File: config.mk
export PLATFORM = sky130hd
export DESIGN_NAME = logic_op_pipe
export DESIGN_NICKNAME = d
export VERILOG_FILES = /design/src/rtl/logic_op_pipe_pkg.sv /design/src/rtl/logic_array.sv /design/src/rtl/logic_op_pipe.sv
export SDC_FILE = /design/constraint.sdc
export NUM_CORES = 1
export LEC_CHECK = 0
export CELL_PAD_IN_SITES_DETAIL_PLACEMENT = 0
export CELL_PAD_IN_SITES_GLOBAL_PLACEMENT = 1
export CORE_MARGIN = 10
export CORE_UTILIZATION = 45
export CTS_BUF_LIST = sky130_fd_sc_hd__clkbuf_8 sky130_fd_sc_hd__clkbuf_16
export CTS_CLUSTER_SIZE = 40
export DETAILED_ROUTE_END_ITERATION = 16
export PLACE_DENSITY = 0.89
export SLEW_MARGIN = 40
export SYNTH_ARGS = -nofsm -noshare
export SYNTH_HDL_FRONTEND = slang
export SYNTH_HIERARCHICAL = 1
export SYNTH_SLANG_ARGS = --single-unit
File: constraint.sdc
create_clock -name clk -period 4 [get_ports clk]
set_input_delay 1 -clock clk [delete_from_list [all_inputs] [get_ports clk]]
set_output_delay 1 -clock clk [all_outputs]
set_load 0.02 [all_outputs]
File: src/rtl/logic_op_pipe_pkg.sv
// Shared opcode encoding and widths for the pipelined bitwise logic unit.
package logic_op_pipe_pkg;

   localparam int LOGIC_OP_W = 3;

   typedef enum logic [LOGIC_OP_W-1:0] {
      OP_AND   = 3'd0,
      OP_OR    = 3'd1,
      OP_XOR   = 3'd2,
      OP_NAND  = 3'd3,
      OP_NOR   = 3'd4,
      OP_XNOR  = 3'd5,
      OP_NOTA  = 3'd6,
      OP_PASSA = 3'd7
   } logic_op_e;

endpackage

File: src/rtl/logic_array.sv
// Combinational bitwise gate array: one result word per opcode, B unused for NOTA/PASSA.
module logic_array
   import logic_op_pipe_pkg::*;
#(
   parameter int WIDTH = 16
) (
   input  logic_op_e        op,
   input  logic [WIDTH-1:0] a,
   input  logic [WIDTH-1:0] b,
   output logic [WIDTH-1:0] y
);

   // NOTE: assigning a default before the case keeps the block free of inferred latches.
   always_comb begin
      y = '0;
      case (op)
         OP_AND:   y = a & b;
         OP_OR:    y = a | b;
         OP_XOR:   y = a ^ b;
         OP_NAND:  y = ~(a & b);
         OP_NOR:   y = ~(a | b);
         OP_XNOR:  y = ~(a ^ b);
         OP_NOTA:  y = ~a;
         OP_PASSA: y = a;
      endcase
   end

endmodule

File: src/rtl/logic_op_pipe.sv
// Two-stage valid/ready pipeline around logic_array: S1 holds operands, S2 holds result and flags.
module logic_op_pipe
   import logic_op_pipe_pkg::*;
#(
   parameter int WIDTH = 16,
   parameter int CNT_W = 16
) (
   input  logic                  clk,
   input  logic                  rst_n,
   input  logic                  in_valid,
   output logic                  in_ready,
   input  logic [LOGIC_OP_W-1:0] in_op,
   input  logic [WIDTH-1:0]      in_a,
   input  logic [WIDTH-1:0]      in_b,
   output logic                  out_valid,
   input  logic                  out_ready,
   output logic [WIDTH-1:0]      out_res,
   output logic                  out_zero,
   output logic                  out_ones,
   output logic                  out_par,
   output logic [CNT_W-1:0]      op_count
);

   logic             s1_valid_q, s1_valid_d;
   logic_op_e        s1_op_q;
   logic [WIDTH-1:0] s1_a_q, s1_b_q;

   logic             s2_valid_q, s2_valid_d;
   logic [WIDTH-1:0] res_q, res_d;
   logic             zero_q, zero_d;
   logic             ones_q, ones_d;
   logic             par_q, par_d;
   logic [CNT_W-1:0] cnt_q, cnt_d;

   logic             s2_adv;
   logic             in_fire;
   logic             out_fire;
   logic [WIDTH-1:0] y;

   logic_array #(.WIDTH(WIDTH)) u_array (
      .op (s1_op_q),
      .a  (s1_a_q),
      .b  (s1_b_q),
      .y  (y)
   );

   // S1 may refill on the same edge it drains, so there is no bubble at full throughput.
   assign s2_adv   = s1_valid_q && (!s2_valid_q || out_ready);
   assign in_ready = !s1_valid_q || s2_adv;
   assign in_fire  = in_valid && in_ready;
   assign out_fire = s2_valid_q && out_ready;

   always_comb begin
      s1_valid_d = s1_valid_q;
      s2_valid_d = s2_valid_q;
      res_d      = res_q;
      zero_d     = zero_q;
      ones_d     = ones_q;
      par_d      = par_q;
      cnt_d      = cnt_q;

      if (in_fire)
         s1_valid_d = 1'b1;
      else if (s2_adv)
         s1_valid_d = 1'b0;

      if (s2_adv) begin
         s2_valid_d = 1'b1;
         res_d      = y;
         zero_d     = (y == '0);
         ones_d     = &y;
         par_d      = ^y;
      end else if (out_fire) begin
         s2_valid_d = 1'b0;
      end

      if (out_fire)
         cnt_d = cnt_q + CNT_W'(1);
   end

   // NOTE: sequential state uses non-blocking assignments so every register samples pre-edge values.
   always_ff @(posedge clk or negedge rst_n) begin
      if (!rst_n) begin
         s1_valid_q <= 1'b0;
         s2_valid_q <= 1'b0;
         res_q      <= '0;
         zero_q     <= 1'b0;
         ones_q     <= 1'b0;
         par_q      <= 1'b0;
         cnt_q      <= '0;
      end else begin
         s1_valid_q <= s1_valid_d;
         s2_valid_q <= s2_valid_d;
         res_q      <= res_d;
         zero_q     <= zero_d;
         ones_q     <= ones_d;
         par_q      <= par_d;
         cnt_q      <= cnt_d;
      end
   end

   // NOTE: operand registers are qualified by s1_valid_q, so they carry no reset.
   always_ff @(posedge clk) begin
      if (in_fire) begin
         s1_op_q <= logic_op_e'(in_op);
         s1_a_q  <= in_a;
         s1_b_q  <= in_b;
      end
   end

   assign out_valid = s2_valid_q;
   assign out_res   = res_q;
   assign out_zero  = zero_q;
   assign out_ones  = ones_q;
   assign out_par   = par_q;
   assign op_count  = cnt_q;

endmodule

==> flow_summary.json, run 1 <==
{
  "ir_worst_vdd_uv": 195,
  "num_antenna_cells": 0,
  "edf_count": 35,
  "avgSynthCellArea_um2": 10.6,
  "arrival_ps": 2370,
  "clock_sinks": 72,
  "synth_cell_types": 39,
  "post-dp-hpwl_um": 6690,
  "worstMarginPinSlew_ps": 597,
  "cp_max_fo": 5,
  "area_delta_synth_final_pct": 23.5,
  "seqPwrFrac": 0.421,
  "hold_buffers": 0,
  "fin_area_um2": 5610,
  "lay_top_count": "clkdlybuf4s50_1",
  "status": "complete, no violations",
  "crit_path_start_kind": "input pin",
  "postPlaceCellArea_um2": 5400,
  "logic_family": "adder cells",
  "drt-total-wl_um": 8930,
  "ys_cells": 430,
  "cp-end-kind": "output port",
  "wl_per_cell_um": 13.9,
  "drc": 0,
  "fp_util": 0.463,
  "grt_pass1_wl_um": 14700,
  "cts_made_buffers": 9,
  "leakage_uw": 0.00249,
  "place.gp.congestion": 0.837,
  "ys_warn_count": 6,
  "grt_max_degree": 89,
  "cts_tree": "yes",
  "finClkSkew_ps": 11.4,
  "power_switching_uw": 751,
  "pwr-share-clk": 0.247,
  "coreArea_um2": 9820,
  "period_minus_slack_ps": 3370,
  "yosys.area_share.aoi": 0.0848,
  "syn-instance-count": 430,
  "antenna_found_initial": 0,
  "drv_slew": 0,
  "postCtsSetupRepairBufs": 0,
  "crit_top_cell": "clkdlybuf4s50_1",
  "required_ps": 3000,
  "fp_nets": 518,
  "grt.total_usage": 0.123,
  "clockBufferDepth": 2,
  "crit_chain": "clkdlybuf4s50_1, nand3b_1, clkdlybuf4s50_1",
  "yosysChipArea_um2": 4540,
  "crit_type": "in2out",
  "setup-tns-final_ps": 0,
  "rows": 36,
  "chipHeight_um": 120,
  "cts_max_level": 3,
  "num_io_pins": 76,
  "swShare": 0.327,
  "hold_class": "reg2reg",
  "adder_share": 0.135,
  "cts_resized": 0,
  "first_iter_violations": 196,
  "chip_area_um2": 14500,
  "clkTransAtPathRegs_ps": 80,
  "max_freq_ghz": 0.297,
  "p_comb_frac": 0.332,
  "fin_hold_ws_ps": 481,
  "warning_count": 50,
  "yosys.stat.seqShare": 0.435,
  "cts-root-buf": "clkbuf_8",
  "async_flop_share": 0.514,
  "powerDensity_nw_per_um2": 410,
  "rsz0062_at_grt": "no",
  "crit_slowest_cell": "clkdlybuf4s50_1",
  "hold_viol_final": 0,
  "slew_headroom": 0.602,
  "finalNetCount": 591,
  "xor_share": 0.0655,
  "grt_overflow": 0,
  "finalNonFillerCells": 641,
  "portBuffers": 75,
  "ant_nets": 0,
  "insertion_delay_ps": 350,
  "ys_sh_mux": 0.0912,
  "dp.cells": 624,
  "setup_viol": 0
}
[run 1: power by group through the flow]
stage	Combinational [uW]	Clock (uW)	Sequential [uW]
after global placement	739	0	988
after detailed placement	763	0	989
after floorplan	394	0	1060
after CTS	767	593	972
after global routing	846	621	987
final	763	567	969
[run 1: critical path, delay by kind of cell]
kind                   cells  cell delay [ps]
and+or+nand+nor            1              180
buffers and inverters      2             1190
[run 1: registers in the layout, indices dropped and copies added, names as in the netlist]
register    cells
out_zero        1
out_par         1
s1_a_q         16
s1_b_q         16
s1_op_q         3
out_res        16
s1_valid_q      1
op_count       16
out_ones        1
out_valid       1
[run 1: area by class of cell]
cell class                 instances  area [um2]
clock inverter                     5        37.5
fill                             874        4210
tap                              133         166
inverter                          62         233
multi-input combinational        277        2220
timing repair buffer              81         813
clock buffer                      11         163
sequential                        72        1980
[run 1: logic make-up (layout without fill, tap and decap cells)]
family | Yosys count | count (layout)
simple gates | 105 | 105
buf+inv | 81 | 159
flops | 72 | 72
compound gates | 63 | 63
fa+ha+maj | 49 | 49
xor+xnor | 34 | 34
mux | 26 | 26
[run 1: through the flow]
step | setup slack [ps] | utilization | total power (uW)
floorplan | 1450 | - | 1460
global placement | 671 | 0.549 | 1730
detailed placement | 644 | 0.550 | 1750
CTS | 637 | 0.570 | 2330
global route | 582 | 0.572 | 2450
finish | 634 | 0.572 | 2300
[run 1: worst paths after layout]
check	start	to	slack, ps	depth (start not counted)
setup / recovery	out_ready	in_ready	630	3
hold / removal	out_res[10]	out_res[10]	480	2
setup reg to reg	s1_op_q[1]	out_par	1230	10
hold reg to reg	out_res[10]	out_res[10]	480	2
max in group asynchronous	rst_n	out_res[15]	3080	1
min in group asynchronous	rst_n	op_count[14]	600	1
[run 1: metal layers]
layer | share of wire | routed length [um] | global-route usage
met1 | 0.46 | 4080 | 0.151
met2 | 0.47 | 4190 | 0.195
met3 | 0.059 | 527 | 0.0428
met4 | 0.014 | 129 | 0.0445
met5 | 0 | 0 | 0
[run 1: synth_stat cells, types with 10 or more instances]
cell | count | area share
mux4_2 | 11 | 0.055
xnor2_1 | 29 | 0.056
a21oi_1 | 24 | 0.026
edfxtp_1 | 35 | 0.23
nand2_1 | 29 | 0.024
buf_2 | 10 | 0.011
o21ai_0 | 18 | 0.020
nand2b_1 | 11 | 0.015
inv_1 | 62 | 0.051
ha_1 | 49 | 0.13
mux2i_1 | 11 | 0.024
dfrtp_1 | 37 | 0.20
nor2_1 | 31 | 0.026
==> run_1/layer_met1.png <==
Bar = 20 um. Supply wires on this layer in grey.
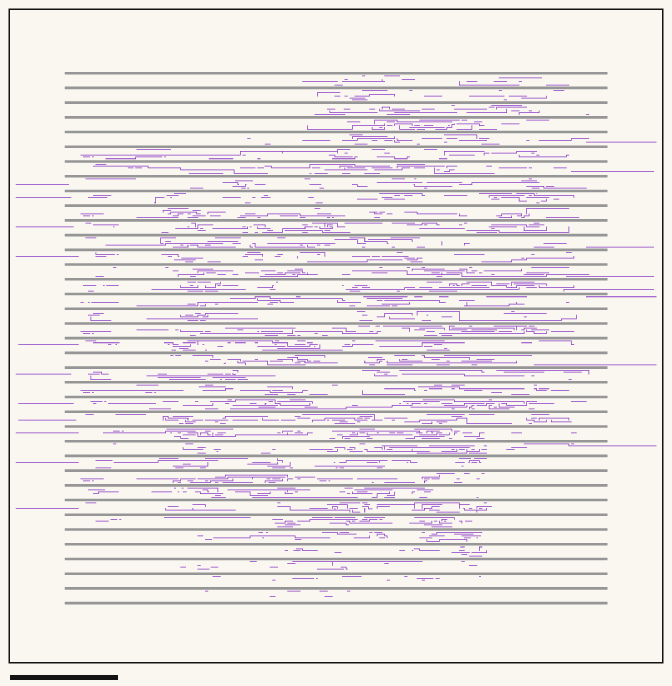
- longest straight run: 29.4 um
- share of all routed wire: 46%
- main direction: horizontal
- nets with wire on the layer: 509
- wire length on this layer: 4080 um
routed via count: 3190
met1 GRT Util: 0.151

==> run_1/layer_met2.png <==
Cells faint in the background.
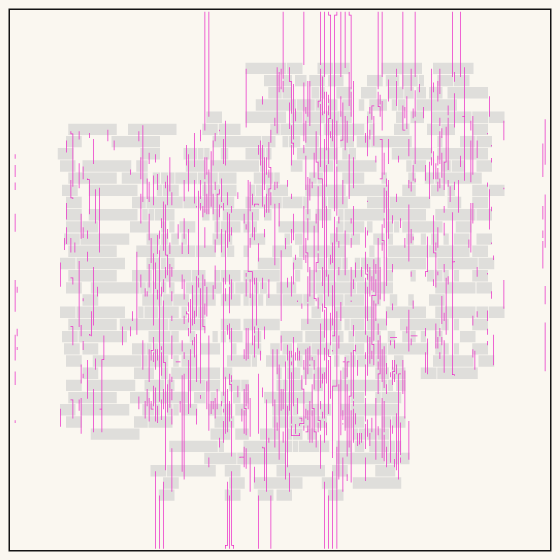
- nets with wire on the layer: 491
- main direction: vertical
- wire length on this layer: 4190 um

==> run_1/layer_met3.png <==
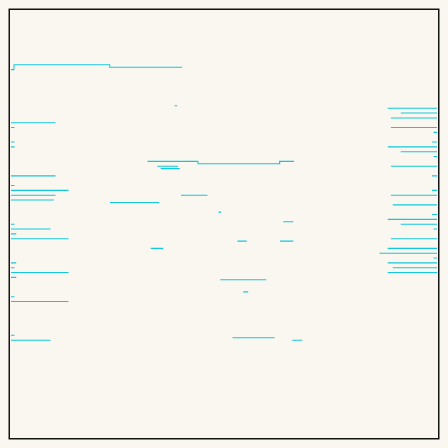
- nets with wire on the layer: 54
- longest straight run: 26.9 um
- share of all routed wire: 5.9%
- main direction: horizontal

==> run 2: changes to the inputs <==
--- a/config.mk
+++ b/config.mk
@@ -8,11 +8,11 @@
 export CELL_PAD_IN_SITES_DETAIL_PLACEMENT = 0
 export CELL_PAD_IN_SITES_GLOBAL_PLACEMENT = 1
 export CORE_MARGIN = 10
-export CORE_UTILIZATION = 45
+export CORE_UTILIZATION = 42
 export CTS_BUF_LIST = sky130_fd_sc_hd__clkbuf_8 sky130_fd_sc_hd__clkbuf_16
 export CTS_CLUSTER_SIZE = 40
 export DETAILED_ROUTE_END_ITERATION = 16
-export PLACE_DENSITY = 0.89
+export PLACE_DENSITY = 0.84
 export SLEW_MARGIN = 40
 export SYNTH_ARGS = -nofsm -noshare
 export SYNTH_HDL_FRONTEND = slang
==> constraint.sdc (replaced) <==
create_clock -name clk -period 3.3 [get_ports clk]
set_input_delay 0.825 -clock clk [delete_from_list [all_inputs] [get_ports clk]]
set_output_delay 0.825 -clock clk [all_outputs]
set_load 0.02 [all_outputs]
==> run_2/congestion.png <==
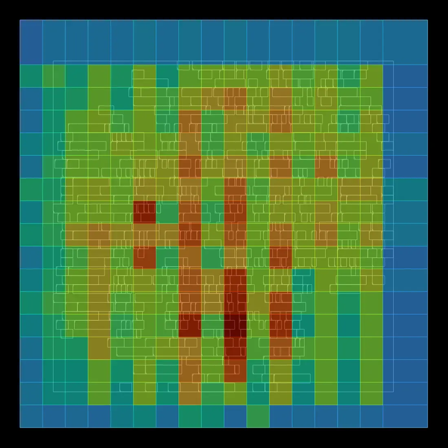
Wirelength per Cell: 14.0 um
met2 global-route usage: 0.191
gr usage total: 0.117

==> run 2 against run 1 <==
Die size increased by 5.9%. Global-route usage fell by 0.56 points. Critical path depth did not move.
==> flow_summary.json, run 2 <==
{
  "status": "complete, no violations",
  "slew_headroom": 0.695,
  "num_antenna_cells": 0,
  "cp_num_buf_inv": 2,
  "intPower_uw": 1850,
  "wl_met2_um": 4270,
  "cts_max_level": 3,
  "lay_top_count": "clkdlybuf4s50_1",
  "finalNetCount": 591,
  "rows": 37,
  "synth_cell_types": 39,
  "grt_max_degree": 89,
  "cp_max_fo": 5,
  "warning_count": 50,
  "grt_overflow": 0,
  "synth_dominant_cell_count": "inv_1",
  "setup_viol": 0,
  "die_w_um": 124,
  "num_io_pins": 76,
  "seqPwrFrac": 0.424,
  "first_iter_violations": 225,
  "clockBufferDepth": 2,
  "cts_made_buffers": 9,
  "required_ps": 2470,
  "via_per_inst": 4.90,
  "yosysTopAreaCell": "edfxtp_1",
  "synth_area_um2": 4540,
  "pwr-share-clk": 0.241,
  "syn-instance-count": 430,
  "leakage_uw": 0.00249,
  "chip_area_um2": 15400,
  "cts_tree": "yes",
  "grt_pass1_vias": 3132,
  "crit_slowest_cell": "clkdlybuf4s50_1",
  "detailroute.wirelength.met3_um": 541,
  "cp-end-kind": "output port",
  "yosys-top-cells-count": "inv_1, ha_1, dfrtp_1, edfxtp_1, nor2_1",
  "yosysChipArea_um2": 4540,
  "crit_top_cell": "clkdlybuf4s50_1",
  "top_cell_area_share": 0.231,
  "hold_buffers": 0,
  "ys_warn_count": 6,
  "ir_worst_vdd_uv": 302,
  "fillers": 925,
  "p_comb_frac": 0.334,
  "max-cap-violations": 0,
  "worstMarginPinSlew_ps": 457,
  "grt_pass1_wl_um": 14300,
  "crit_family": "buffers and inverters",
  "numSynthFlops": 72,
  "dr.pass1.iters": 4,
  "topRoutingLayerUsed": "met4",
  "arrival_ps": 2180,
  "max_freq_ghz": 0.332,
  "period_minus_slack_ps": 3010,
  "ys_cells": 430,
  "area_delta_synth_final_pct": 23.2,
  "antenna_found_initial": 0,
  "clock_sinks": 72,
  "drc": 0,
  "vias": 3157,
  "edf_count": 35,
  "finalCritPeriodShare": 0.911,
  "ant_nets": 0,
  "cts-root-buf": "clkbuf_8",
  "post-dp-hpwl_um": 6970,
  "hold_viol_final": 0,
  "drt-total-wl_um": 9010,
  "postCtsSetupRepairBufs": 0,
  "yosys.stat.seqShare": 0.435,
  "postLayoutCoreUtil": 0.537,
  "crit_path_start_kind": "input pin",
  "drv_slew": 0,
  "portBuffers": 75,
  "setup-tns-final_ps": 0,
  "r2r_slack_ps": 640,
  "swShare": 0.331,
  "powerDensity_nw_per_um2": 495,
  "mostFrequentLayoutCells": "clkdlybuf4s50_1, inv_1, ha_1",
  "chipHeight_um": 124,
  "wl_met1_um": 4050,
  "layout-drive-gt1-share": 0.0906,
  "rsz0062_at_grt": "no",
  "max_stage_delay_ps": 640,
  "clkTransAtPathRegs_ps": 90,
  "power_switching_uw": 915,
  "insertion_delay_ps": 350,
  "crit_type": "in2out",
  "async_flop_share": 0.514,
  "cts_resized": 0,
  "fp_util": 0.436,
  "synthTopCellsByArea": "edfxtp_1, dfrtp_1, ha_1",
  "place.gp.congestion": 0.824,
  "finClkSkew_ps": 13.9,
  "avgSynthCellArea_um2": 10.6,
  "crit_chain": "clkdlybuf4s50_1, nand3b_1, clkdlybuf4s50_1",
  "flop_cell": "dfrtp_1",
  "hold_class": "in2async",
  "fp_nets": 518,
  "coreArea_um2": 10400,
  "finalPower_uw": 2770
}
-- run 2: cell counts after synthesis --
Identical to the previous run, type by type.
-- run 2: final timing paths --
kind                                   start            to  cells after the start
worst max-delay path               out_ready      in_ready                      3
worst min-delay path                   rst_n      out_ones                      1
worst max register to register    s1_op_q[0]       out_par                     11
worst min register to register  op_count[15]  op_count[15]                      1
max in group asynchronous              rst_n   out_res[12]                      1
min in group clk                op_count[15]  op_count[15]                      1
-- run 2: cell families after synthesis --
kind of cell    synth area share
simple gates               0.113
buf+inv                   0.0755
flops                      0.435
compound gates            0.0848
fa+ha+maj                  0.135
xor+xnor                  0.0655
mux                       0.0912
-- run 2: stage by stage --
stage | cell area (um2) | hold slack, ps | worst slack [ps] | std cells
CTS | 5590 | 485 | 294 | 644
global route | 5600 | 440 | 254 | 644
global placement | 5410 | 463 | 319 | 628
finish | 5600 | 418 | 292 | 644
detailed placement | 5410 | 470 | 299 | 628
floorplan | 4540 | 457 | 915 | 430
-- run 2: per-layer routing --
metal,global-route usage,vias up
met1,0.137,1474
met4,0.0619,0
met3,0.0353,10
met5,0,-
li1,-,1600
met2,0.191,73
-- run 2: cell type report --
class / instances / area, um2 / share of cell area
well taps: 136 / 170 / 0.0304
repair buffers: 81 / 806 / 0.144
clock buffers: 10 / 149 / 0.0266
flip-flops and latches: 72 / 1980 / 0.353
inverters: 62 / 233 / 0.0416
clock inverters: 6 / 38.8 / 0.00693
multi-input cells: 277 / 2220 / 0.397
-- run 2: power groups by stage --
stage | Combinational (uW) | Sequential [uW] | Clock, uW
2_1_floorplan | 477 | 1290 | 0
5_1_grt | 1010 | 1200 | 731
6_report | 925 | 1180 | 668
3_5_place_dp | 938 | 1200 | 0
4_1_cts | 941 | 1180 | 694
3_3_place_gp | 913 | 1190 | 0
Power figures rest on the tool's default switching activity, not on a simulated workload.
